### Signal metal coverage by tile, run 1

Scale bar: 50 um. 28 x 28 tiles, from dark blue (low) to red (high), scaled to the fullest tile. Values are wire area over tile area, all layers added.
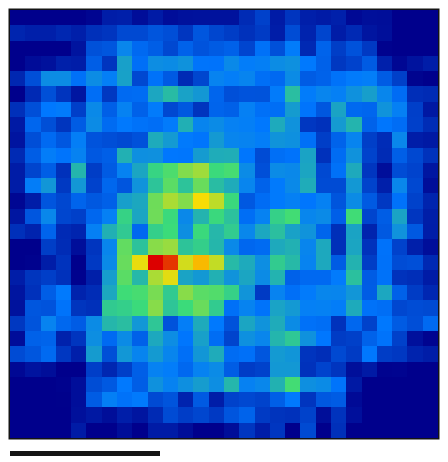
### Pin placement, run 1

Pins as bars across the die edge, other pins in grey.
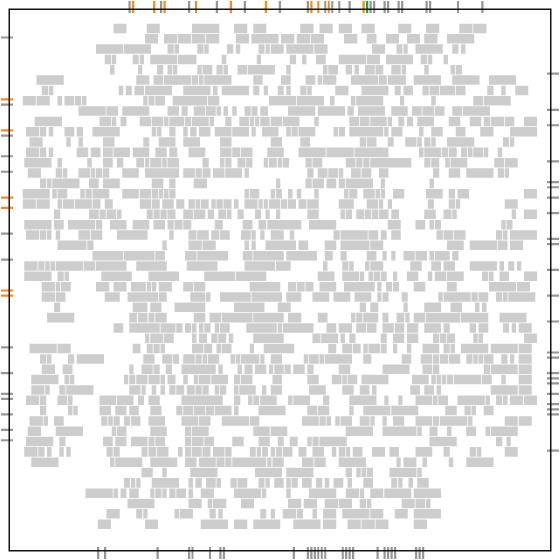
### Wiring by layer, run 1

Scale bar: 50 um.
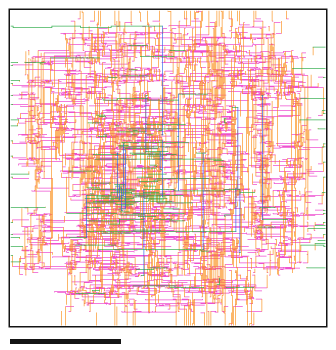
File: src/rtl/cordic_pkg.sv
`default_nettype none
// ---------------------------------------------------------------------------
// cordic_pkg : shared types and constants for the iterative CORDIC engine
// Revision   : 1.0
// ---------------------------------------------------------------------------
package cordic_pkg;

  typedef enum logic [1:0] {
    ST_IDLE = 2'd0,
    ST_RUN  = 2'd1,
    ST_DONE = 2'd2
  } state_e;

  localparam real CORDIC_GAIN = 1.6467602581210654;
  localparam real C_PI        = 3.14159265358979323846;

  // round(atan(2^-idx)/pi * 2^(width-1)); evaluated only at elaboration time
  function automatic longint atan_entry(input int width, input int idx);
    real r;
    r = $atan(2.0 ** (-idx)) / C_PI * (2.0 ** (width - 1));
    return longint'(r);
  endfunction

endpackage
`default_nettype wire

File: src/rtl/cordic_atan_rom.sv
`default_nettype none
// ---------------------------------------------------------------------------
// cordic_atan_rom : combinational micro-rotation angle table, zero past WIDTH-1
// Revision        : 1.0
// ---------------------------------------------------------------------------
module cordic_atan_rom
  import cordic_pkg::*;
#(
  parameter int WIDTH = 16,
  parameter int IW    = 4
) (
  input  logic [IW-1:0]    i_idx,
  output logic [WIDTH-1:0] o_atan
);

  logic [WIDTH-1:0] tab [2**IW];

  for (genvar k = 0; k < 2**IW; k++) begin : g_tab
    if (k < WIDTH) begin : g_val
      assign tab[k] = WIDTH'(atan_entry(WIDTH, k));
    end else begin : g_zero
      assign tab[k] = '0;
    end
  end

  assign o_atan = tab[i_idx];

endmodule
`default_nettype wire

File: src/rtl/cordic_iterative_engine.sv
`default_nettype none
// ---------------------------------------------------------------------------
// cordic_iterative_engine : one circular CORDIC micro-rotation per clock,
//                           rotation or vectoring mode, gain not compensated
// Revision                : 1.0
// ---------------------------------------------------------------------------
module cordic_iterative_engine
  import cordic_pkg::*;
#(
  parameter int WIDTH = 16,
  parameter int ITER  = 15,
  parameter int IW    = 4
) (
  input  logic             clk,
  input  logic             rst,
  input  logic             start,
  input  logic             mode,
  input  logic [WIDTH-1:0] x_in,
  input  logic [WIDTH-1:0] y_in,
  input  logic [WIDTH-1:0] z_in,
  output logic             busy,
  output logic             done,
  output logic [WIDTH-1:0] x_out,
  output logic [WIDTH-1:0] y_out,
  output logic [WIDTH-1:0] z_out
);

  localparam logic [IW-1:0] LAST_I = IW'(ITER - 1);

  state_e                  state_q, state_d;
  logic [IW-1:0]           i_q, i_d;
  logic                    mode_q, mode_d;
  logic signed [WIDTH-1:0] x_q, x_d, y_q, y_d, z_q, z_d;
  logic signed [WIDTH-1:0] xo_q, xo_d, yo_q, yo_d, zo_q, zo_d;

  logic                    w_ready, w_load, w_last, w_dir_pos;
  logic signed [WIDTH-1:0] w_x_sh, w_y_sh, w_atan;
  logic signed [WIDTH-1:0] w_x_nx, w_y_nx, w_z_nx;

  cordic_atan_rom #(
    .WIDTH (WIDTH),
    .IW    (IW)
  ) u_atan_rom (
    .i_idx  (i_q),
    .o_atan (w_atan)
  );

  assign w_ready = (state_q == ST_IDLE) || (state_q == ST_DONE);
  assign w_load  = start && w_ready;
  assign w_last  = (state_q == ST_RUN) && (i_q == LAST_I);

  // Rotation drives z toward 0, vectoring drives y toward 0
  assign w_dir_pos = mode_q ? y_q[WIDTH-1] : ~z_q[WIDTH-1];
  assign w_x_sh    = x_q >>> i_q;
  assign w_y_sh    = y_q >>> i_q;
  assign w_x_nx    = w_dir_pos ? (x_q - w_y_sh) : (x_q + w_y_sh);
  assign w_y_nx    = w_dir_pos ? (y_q + w_x_sh) : (y_q - w_x_sh);
  assign w_z_nx    = w_dir_pos ? (z_q - w_atan) : (z_q + w_atan);

  always_ff @(posedge clk) begin : p_state
    if (rst) begin
      state_q <= ST_IDLE;
    end else begin
      state_q <= state_d;
    end
  end

  always_comb begin : p_next
    state_d = state_q;
    case (state_q)
      ST_IDLE: if (start) state_d = ST_RUN;
      ST_RUN:  if (w_last) state_d = ST_DONE;
      ST_DONE: state_d = start ? ST_RUN : ST_IDLE;
      default: state_d = ST_IDLE;
    endcase
  end

  always_comb begin : p_out
    busy = (state_q == ST_RUN);
    done = (state_q == ST_DONE);
  end

  always_comb begin : p_datapath
    x_d    = x_q;
    y_d    = y_q;
    z_d    = z_q;
    i_d    = i_q;
    mode_d = mode_q;
    xo_d   = xo_q;
    yo_d   = yo_q;
    zo_d   = zo_q;
    if (w_load) begin
      x_d    = x_in;
      y_d    = y_in;
      z_d    = z_in;
      i_d    = '0;
      mode_d = mode;
    end else if (state_q == ST_RUN) begin
      x_d = w_x_nx;
      y_d = w_y_nx;
      z_d = w_z_nx;
      i_d = i_q + 1'b1;
      // Results land on the same edge that raises done
      if (w_last) begin
        xo_d = w_x_nx;
        yo_d = w_y_nx;
        zo_d = w_z_nx;
      end
    end
  end

  always_ff @(posedge clk) begin : p_regs
    if (rst) begin
      x_q    <= '0;
      y_q    <= '0;
      z_q    <= '0;
      i_q    <= '0;
      mode_q <= 1'b0;
      xo_q   <= '0;
      yo_q   <= '0;
      zo_q   <= '0;
    end else begin
      x_q    <= x_d;
      y_q    <= y_d;
      z_q    <= z_d;
      i_q    <= i_d;
      mode_q <= mode_d;
      xo_q   <= xo_d;
      yo_q   <= yo_d;
      zo_q   <= zo_d;
    end
  end

  assign x_out = xo_q;
  assign y_out = yo_q;
  assign z_out = zo_q;

endmodule
`default_nettype wire

File: config.mk
export PLATFORM = sky130hd
export DESIGN_NAME = cordic_iterative_engine
export DESIGN_NICKNAME = d
export VERILOG_FILES = /design/src/rtl/cordic_pkg.sv /design/src/rtl/cordic_atan_rom.sv /design/src/rtl/cordic_iterative_engine.sv
export SDC_FILE = /design/constraint.sdc
export NUM_CORES = 1
export LEC_CHECK = 0
export CORE_MARGIN = 3
export CORE_UTILIZATION = 45
export CTS_CLUSTER_DIAMETER = 100
export DETAILED_ROUTE_END_ITERATION = 16
export PLACE_DENSITY_LB_ADDON = 0.15
export SKIP_CTS_REPAIR_TIMING = 1
export SYNTH_ARGS = -nofsm -noshare
export SYNTH_HDL_FRONTEND = slang
export SYNTH_SLANG_ARGS = --single-unit
File: constraint.sdc
create_clock -name clk -period 13.9 [get_ports clk]
set_input_delay 2.78 -clock clk [delete_from_list [all_inputs] [get_ports clk]]
set_output_delay 2.78 -clock clk [all_outputs]
set_load 0.01 [all_outputs]
==> summary.txt, run 1 <==
Summary of implementation figures.

Placed design
Per the gpl log, the routability congestion estimate is 0.920. The placed instances occupy a cell area of 0.00947 sq mm. The post-placement setup slack is 8660 ps. The number of cells in the design after placement is 1330.

Floorplanning
The floorplan utilization is 46.2%. The floorplan has 49 rows. In this run the full chip footprint comes out at 0.0202 sq mm. During I/O placement, the number of pins put on the boundary was 102. The standard cell core area is 0.0181 sq mm.

Min path
The type of the most critical hold path is flop to flop. The end point of the most critical hold path is y_out[3]$_SDFFE_PP0P_. The number of stages on the worst hold path is 2. For the worst min-delay path, the startpoint reported by OpenROAD is y_out[3]$_SDFFE_PP0P_.

Logic synthesis
Per Yosys stat, the portion of area used by sequential elements is 24.7%. Grouping non-sequential cells by family puts the most area in AND-OR/OR-AND gates. For reference, XOR and XNOR gates occupy 8.08% of the area reported after synthesis.

The average cell area after synthesis is 7.89 sq um. According to the Yosys statistics, the synthesized design has a chip area of 0.00835 sq mm. Per the synthesis report, the dominant area consumer among library cells is sky130_fd_sc_hd__dfxtp_1. The number of library cell types mapped by synthesis is 67.

The total number of yosys warnings is 0. The synthesis report lists the most area-consuming cells as sky130_fd_sc_hd__dfxtp_1 (25%), sky130_fd_sc_hd__ha_1 (8.5%), sky130_fd_sc_hd__a21oi_1 (8.2%). The adder and majority cell fraction of the synthesized area is 9.26%.

Of all flip-flops after synthesis, the portion carrying an async set or reset was 0%. The netlist area before placement is 0.00835 sq mm. In the synthesized netlist, the cells that appear most often are sky130_fd_sc_hd__nand2_1 (177), sky130_fd_sc_hd__a21oi_1 (136), sky130_fd_sc_hd__dfxtp_1 (103).

Summing the areas of all compound-gate instances in the mapped netlist gives 23.6% of the synthesized area. The synthesized design contains 0 enable-type register cells. The synthesis stats list as the most numerous cell sky130_fd_sc_hd__nand2_1. The post-synthesis simple-gate area fraction is 19.5%. For reference, the mux area share after synthesis is 10.2%.

The net count of the mapped netlist is 1170. The register bit count reported by yosys is 103.

Critical path
The number of gates on the worst path with buffers counted is 17. The category of the critical setup timing path is flop to flop. STA lists the endpoint of the worst register-to-register path as x_q[14]$_SDFFE_PP0P_. The worst setup path is captured at a flop.

The capture point of the worst path is x_q[14]$_SDFFE_PP0P_. Data on the critical path arrives at its endpoint at 5560 ps. The cell at the slowest stage of the critical path is sky130_fd_sc_hd__a222oi_1. In this run the register-to-register setup slack is 8640 ps. The critical path's top delay family is AND-OR/OR-AND gates. The data required time at the worst endpoint is 14190 ps.

Listed in order, past its start point the critical path passes buf_4 > mux4_2 > and2_4 > a21o_1 > a222oi_1 > nand3_1 > o21ai_0 > xnor2_1 > ha_1 > a21oi_1 > nand2b_1 > a2111oi_0 > o31ai_1 > a31oi_1 > xnor2_1 > nand2_1 > a21oi_1. The startpoint kind of the worst setup timing path is a flop. The critical path's largest stage delay is 670 ps.

The start of the worst register-to-register path is i_q[0]$_SDFFE_PP0P_. The maximum fanout count along the critical path is 38. The worst-case reg-to-reg path depth is 17. The origin of the worst setup path is i_q[0]$_SDFFE_PP0P_.

Timing
The final cycle utilization of the critical path is 37.9%. The total negative setup slack is 0 ps. Setup repair after global routing left no endpoint under its margin. The measured slew at the worst slew-check pin is 1120 ps. The least setup slack across all paths after layout is 8640 ps.

The time the final worst path needs with I/O delays and setup is 5260 ps. The final count of pins violating max slew is 0. The setup-violating endpoint count in the final report is 0.

The headroom to the max-slew limit is 25.5%. The final timing report lists a hold violation count of 0. The worst hold margin is 453 ps. The clock tree skew after final layout is 11.2 ps.

Cells and area
The number of diodes is 0. The most common cell after layout, fill and taps aside is sky130_fd_sc_hd__nand2_1. The number of cells in the finished layout apart from fillers is 1346. The finished cells cover 0.00980 sq mm. The library cells used most frequently in the layout, excluding fill and tap cells, are sky130_fd_sc_hd__nand2_1 (177), sky130_fd_sc_hd__a21oi_1 (136), sky130_fd_sc_hd__dfxtp_1 (101). The final layout contains 1224 nets.

The finished layout reports a core utilization of 54.2%. The fraction of final layout cells with drive strength greater than 1 is 7.61%. Compared with the post-synthesis result, the final layout area differs by 17.3%.

GRT
The initial antenna violation count is 0. Entering global routing, the biggest net connects 71 pins. The first-pass GRT wire length is 39200 um. The via count of the first global-routing pass came to 7468. The remaining global-route overflow is 0.

Power and ir drop
The worst voltage drop across the vdd grid is 0.0777 mV. The design draws 0.00153 W. The analysis attributes to cell leakage a power of 3.65 nW. The power density over the cells is 156 mW/mm^2.

Run
The count of warning messages emitted by the tools is 35. The number of max-cap violations is 0.

Drt
The number of nets with antenna violations after routing is 0. The routed via count divided by cell count is 5.98. Per the log, the first TritonRoute iteration ended with a DRC count of 747. The iteration tally of the first detailed-router pass is 6.

The total DRC errors in the routed layout is 0.

Clock network
CTS placed an instance of sky130_fd_sc_hd__clkbuf_16 at the clock tree root. TritonCTS reports the number of clock sinks as 103. The insertion delay at the late pin of the worst-skew pair is 360 ps. Counting along the longest clock path gives a buffer depth of 2.

TritonCTS built the clock tree. The level count of the clock H-tree is 3.

Status
The flow ran to the end, and the final reports show no timing, DRC or antenna violations.
Notes on 'Signal metal coverage by tile' above:
The densest ninth of the die: centre. 4.6% of the tiles are over half the peak. The mean over all tiles is 0.19. 11% of the tiles are nearly empty.
WL final: 24300 um
total via count after detailed routing: 8050
wire length per cell after detailed routing: 18.1 um
GRT Resource Usage Total: 23.8%

Notes on 'Pin placement' above:
rst: marked green, pins 1, direction input, edge top. y_in: marked orange, pins 16, direction input, edge 10 top, 6 left.
All pins by edge: 32 top, 27 bottom, 23 right, 20 left.
Die Span X: 142 um
Die Span Y: 142 um
count of buffers from port buffering: 101

Notes on 'Wiring by layer' above:
M2: marked orange, wire length 11600 um. M3: marked green, wire length 1470 um. M1: marked magenta, wire length 10800 um. M4: marked blue, wire length 478 um.

-- run 1: report_power, final --
part / switching [W] / internal, W / leakage, nW
Combinational: 0.000483 / 0.000373 / 2.65
Sequential: 0.0000569 / 0.000326 / 0.841
Clock: 0.000123 / 0.000164 / 0.157
-- run 1: area by class of cell --
type	instances	area, sq um
clock buffer	12	246
clock inverter	4	77.6
fill	1691	8290
inverter	24	90.1
multi-input combinational	860	5920
sequential	103	2060
tap	229	287
timing repair buffer	114	1110
-- run 1: routing by layer --
metal	global-route usage [%]	up-vias	part of all wire [%]
li1	-	3913	-
met1	31.8	3817	44
met2	39.8	285	48
met3	4.20	35	6.0
met4	6.72	0	2.0
met5	0	-	0
### Placed cells, one colour a class, run 1

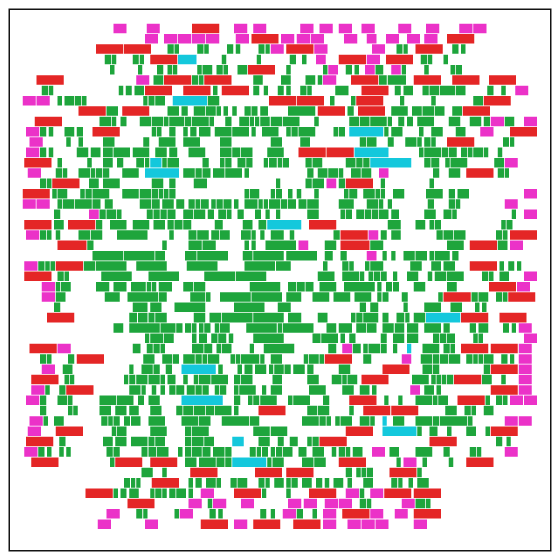

## Run 2: what changed since run 1
Clock period 13.9 ns to 4.81 ns, I/O delays scaled along.
### Placed cells, one colour a class, run 2

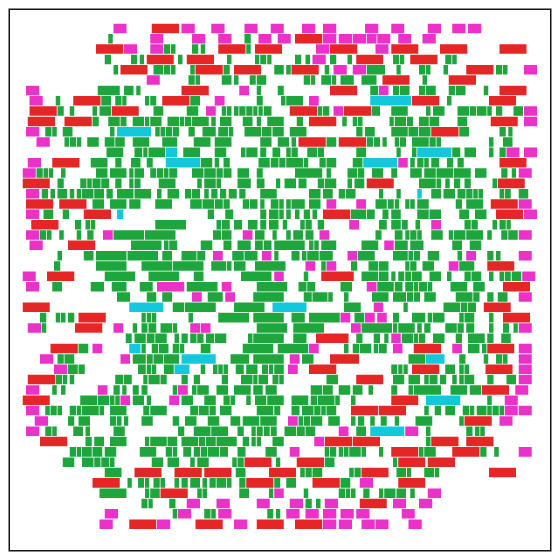
remaining buffers and delay cells: marked magenta, cells 154, share of their area 14%. clock drivers and dummy loads: marked cyan, cells 16, share of their area 3.1%. remaining logic cells: marked green, cells 884, share of their area 61%. sequential cells: marked red, cells 103, share of their area 21%.
Non-Filler Cell Area, Final: 0.0101 sq mm
proportion of cell area occupied by registers: 20.5%
Placeable Area: 0.0181 sq mm
cell row count: 49

### Routing congestion, run 2

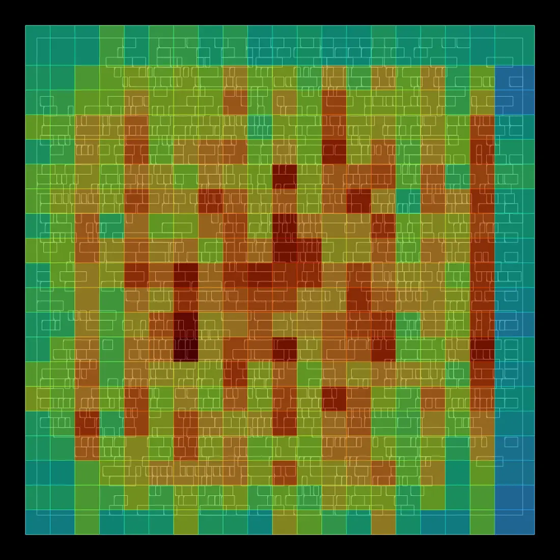
GRT Resource Usage Total: 24.8%
gr busiest metal: met2
utilization after layout: 56.0%
met1 layer usage reported by global route: 32.2%

==> run 2 against run 1 <==
  * Die area unchanged
  * Synthesized cell count unchanged
  * Total power increased to 3.0 times the previous value
  * Worst hold slack improved by 0.52 ps
  * Global-route usage increased by 0.97 points
  * Wire length increased by 3.4%
  * Register-to-register slack got worse by 8300 ps
  * Via count increased by 1.1%
==> summary.txt, run 2 <==
Summary of implementation figures.

Cells and area
The fraction of final layout cells with drive strength greater than 1 is 11.3% (+3.7 points). The number of cells in the finished layout apart from fillers is 1386 (+3.0%). The number of diodes is 0 (unchanged). The most common logic cell in the final layout is sky130_fd_sc_hd__nand2_1. The number of nets at the end of the flow is 1264 (+3.3%).

The top cell types in the final layout, fill and taps aside, are sky130_fd_sc_hd__nand2_1 (177), sky130_fd_sc_hd__a21oi_1 (136), sky130_fd_sc_hd__dfxtp_1 (100), sky130_fd_sc_hd__clkdlybuf4s50_1 (100), sky130_fd_sc_hd__nor2_1 (75). The synthesis-to-finish area growth is 21.2%.

Floorplanning
The area enclosed by the die boundary was 0.0202 sq mm (unchanged). The total I/O pin count is 102 (unchanged). The vertical die dimension is 142 um (unchanged). The die boundary width is 142 um (unchanged). The floorplan utilization is 46.2% (unchanged).

Critical path
The maximum fanout count along the critical path is 16 (-58%). The number of gates on the worst path with buffers counted is 16 (-1). According to the timing report, the critical path is captured at y_q[14]$_SDFFE_PP0P_. The data required time at the worst endpoint is 5100 ps (-9090 ps). The arrival time of the worst setup path is 4800 ps (-760 ps).

The start of the worst register-to-register path is i_q[1]$_SDFFE_PP0P_. The worst setup path is launched from a flop. The critical path's top delay family is AND-OR/OR-AND gates. The cell at the slowest stage of the critical path is sky130_fd_sc_hd__mux4_2.

The critical path's largest stage delay is 550 ps (-120 ps). STA classifies the critical path endpoint as a flop. In this run the worst setup path begins at i_q[1]$_SDFFE_PP0P_. Per STA, the worst path is made up of mux4_2 > mux2_2 > o21ai_0 > ha_1 > nand2_1 > o21ai_0 > fa_1 > a21o_1 > a21oi_1 > o21bai_1 > a2111o_1 > a41oi_2 > o211ai_1 > xor2_1 > nand2_1 > a21oi_1.

The endpoint of the worst-slack reg-to-reg timing path is y_q[14]$_SDFFE_PP0P_. The category of the critical setup timing path is flop to flop. The register-to-register path setup slack came to 310 ps (-8330 ps). The worst-case reg-to-reg path depth is 16 (-1).

Clock network
The count of clock tree sinks was 103 (unchanged). The level count of the clock H-tree is 3 (unchanged). The buffer cell driving the clock tree root is sky130_fd_sc_hd__clkbuf_16. TritonCTS built the clock tree. The insertion delay at the late pin of the worst-skew pair is 360 ps (about the same). The maximum root-to-sink buffer count is 2 (unchanged).

Timing
The least setup slack across all paths after layout came to 307 ps (-8330 ps). The measured slew at the worst slew-check pin is 1030 ps (-83.5 ps). The worst hold margin is 454 ps (+0.524 ps). The time the final worst path needs with I/O delays and setup came to 4500 ps (-761 ps).

The final tally of hold violations is 0 (unchanged). The total negative setup slack is 0 ps (unchanged). The final count of pins violating max slew is 0 (unchanged). The headroom to the max-slew limit is 31.2% (+5.6 points). The clock tree skew after final layout was 8.75 ps (-2.45 ps). The final cycle utilization of the critical path was 93.6% (+56 points).

Logic synthesis
sky130_fd_sc_hd__dfxtp_1 takes more of the synthesized area than any other cell. The average cell area after synthesis is 7.89 sq um (unchanged). The register bit count reported by yosys is 103 (unchanged). For reference, the top cells by count after synthesis are sky130_fd_sc_hd__nand2_1 (177), sky130_fd_sc_hd__a21oi_1 (136), sky130_fd_sc_hd__dfxtp_1 (103). The net count of the mapped netlist is 1170 (unchanged). The netlist area before placement is 0.00835 sq mm (unchanged). The async set-or-reset flop fraction in the synthesized netlist came to 0% (unchanged). For reference, the top cells by area after synthesis are sky130_fd_sc_hd__dfxtp_1 (25%), sky130_fd_sc_hd__ha_1 (8.5%), sky130_fd_sc_hd__a21oi_1 (8.2%). The total number of yosys warnings came to 0 (unchanged). By instance count, the leading cell after synthesis is sky130_fd_sc_hd__nand2_1.

The number of library cell types mapped by synthesis is 67 (unchanged). The yosys-reported design area after synthesis is 0.00835 sq mm (unchanged). The register area share after synthesis came to 24.7% (unchanged). The count of library flops with an enable pin came to 0 (unchanged).

Drt
The total DRC errors in the routed layout is 0 (unchanged). The sum of routed wire segments on met1 is 11000 um (+1.9%). The routed length on met2 came to 12100 um (+3.9%).

The iteration tally of the first detailed-router pass was 7 (+1). The routed via count divided by cell count came to 5.87 (-1.9%). The routed length on met3 was 1450 um (-1.2%). The number of nets with antenna violations after routing is 0 (unchanged). The detailed router used layers up to and including met4.

The detailed router's first-iteration violation count is 618 (-17%).

Min path
The number of stages on the worst hold path is 2 (unchanged). Checking hold timing, the worst path is listed with class flop to flop. The end point of the most critical hold path is x_out[11]$_SDFFE_PP0P_. The startpoint of the tightest hold check path is x_out[11]$_SDFFE_PP0P_.

Run
The number of max-cap violations is 0 (unchanged).

Power and ir drop
The power density over the cells is 445 mW/mm^2 (+190%). The worst voltage drop across the vdd grid is 0.214 mV (+180%). The total design power is 0.00451 W (+200%). The leakage power came to 3.85 nW (+5.4%).

GRT
The global routing met3 resource utilization was 4.17% (-0.034 points). The met2 capacity usage during global routing was 41.9% (+2.2 points). The pin count of the biggest net entering global routing is 74 (+4.2%). The first-pass GRT wire length is 40600 um (+3.6%). The initial antenna violation count came to 0 (unchanged). The via count of the first global-routing pass is 7804 (+4.5%). The remaining global-route overflow is 0 (unchanged).

Placed design
The number of cells in the design after placement was 1370 (+3.0%). The weighted congestion at the end of routability-driven global placement is 0.953 (+3.6%). The number of port buffers is 101 (unchanged).

The cell area reported after detailed placement is 0.00978 sq mm (+3.3%). The post-placement setup slack is 110 ps (-8550 ps).

Status
The run finished with clean final reports.
### Signal metal coverage by tile, run 2

Scale bar: 50 um. 28 x 28 tiles, from dark blue (low) to red (high), scaled to the fullest tile. Values are wire area over tile area, all layers added.
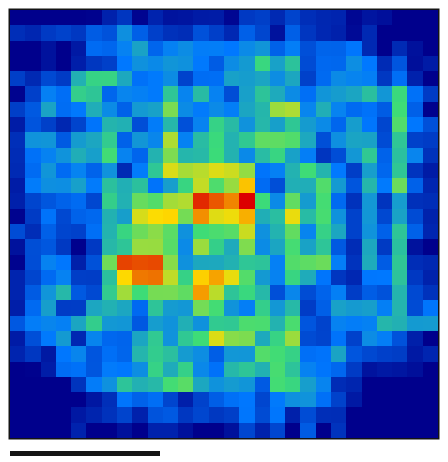
12% of the tiles are over half the peak. The fullest tile reaches 0.74. The mean over all tiles is 0.20. 10% of the tiles are nearly empty.
WL final: 25100 um
total via count after detailed routing: 8135
wire length per cell after detailed routing: 18.1 um

-- run 2: cell counts after synthesis --
Identical to the previous run, type by type.
-- run 2: cell families after synthesis --
group	synth area share [%]
buffers and inverters	4.66
multiplexers	10.2
AND/OR/NAND/NOR	19.5
XOR/XNOR	8.08
adder cells (fa/ha/maj)	9.26
flip-flops	24.7
AND-OR/OR-AND	23.6
-- run 2: cell type report --
class / instances / area (sq um)
multi-input combinational: 860 / 5950
fill: 1777 / 7970
clock inverter: 5 / 63.8
timing repair buffer: 154 / 1420
tap: 229 / 287
inverter: 24 / 90.1
sequential: 103 / 2070
clock buffer: 11 / 243
-- run 2: power by group --
group	total, W	switching (W)	internal, W
Sequential	0.00107	0.000126	0.000941
Clock	0.000785	0.000360	0.000425
Combinational	0.00266	0.00149	0.00116
Power is estimated from default activity; no workload was simulated.
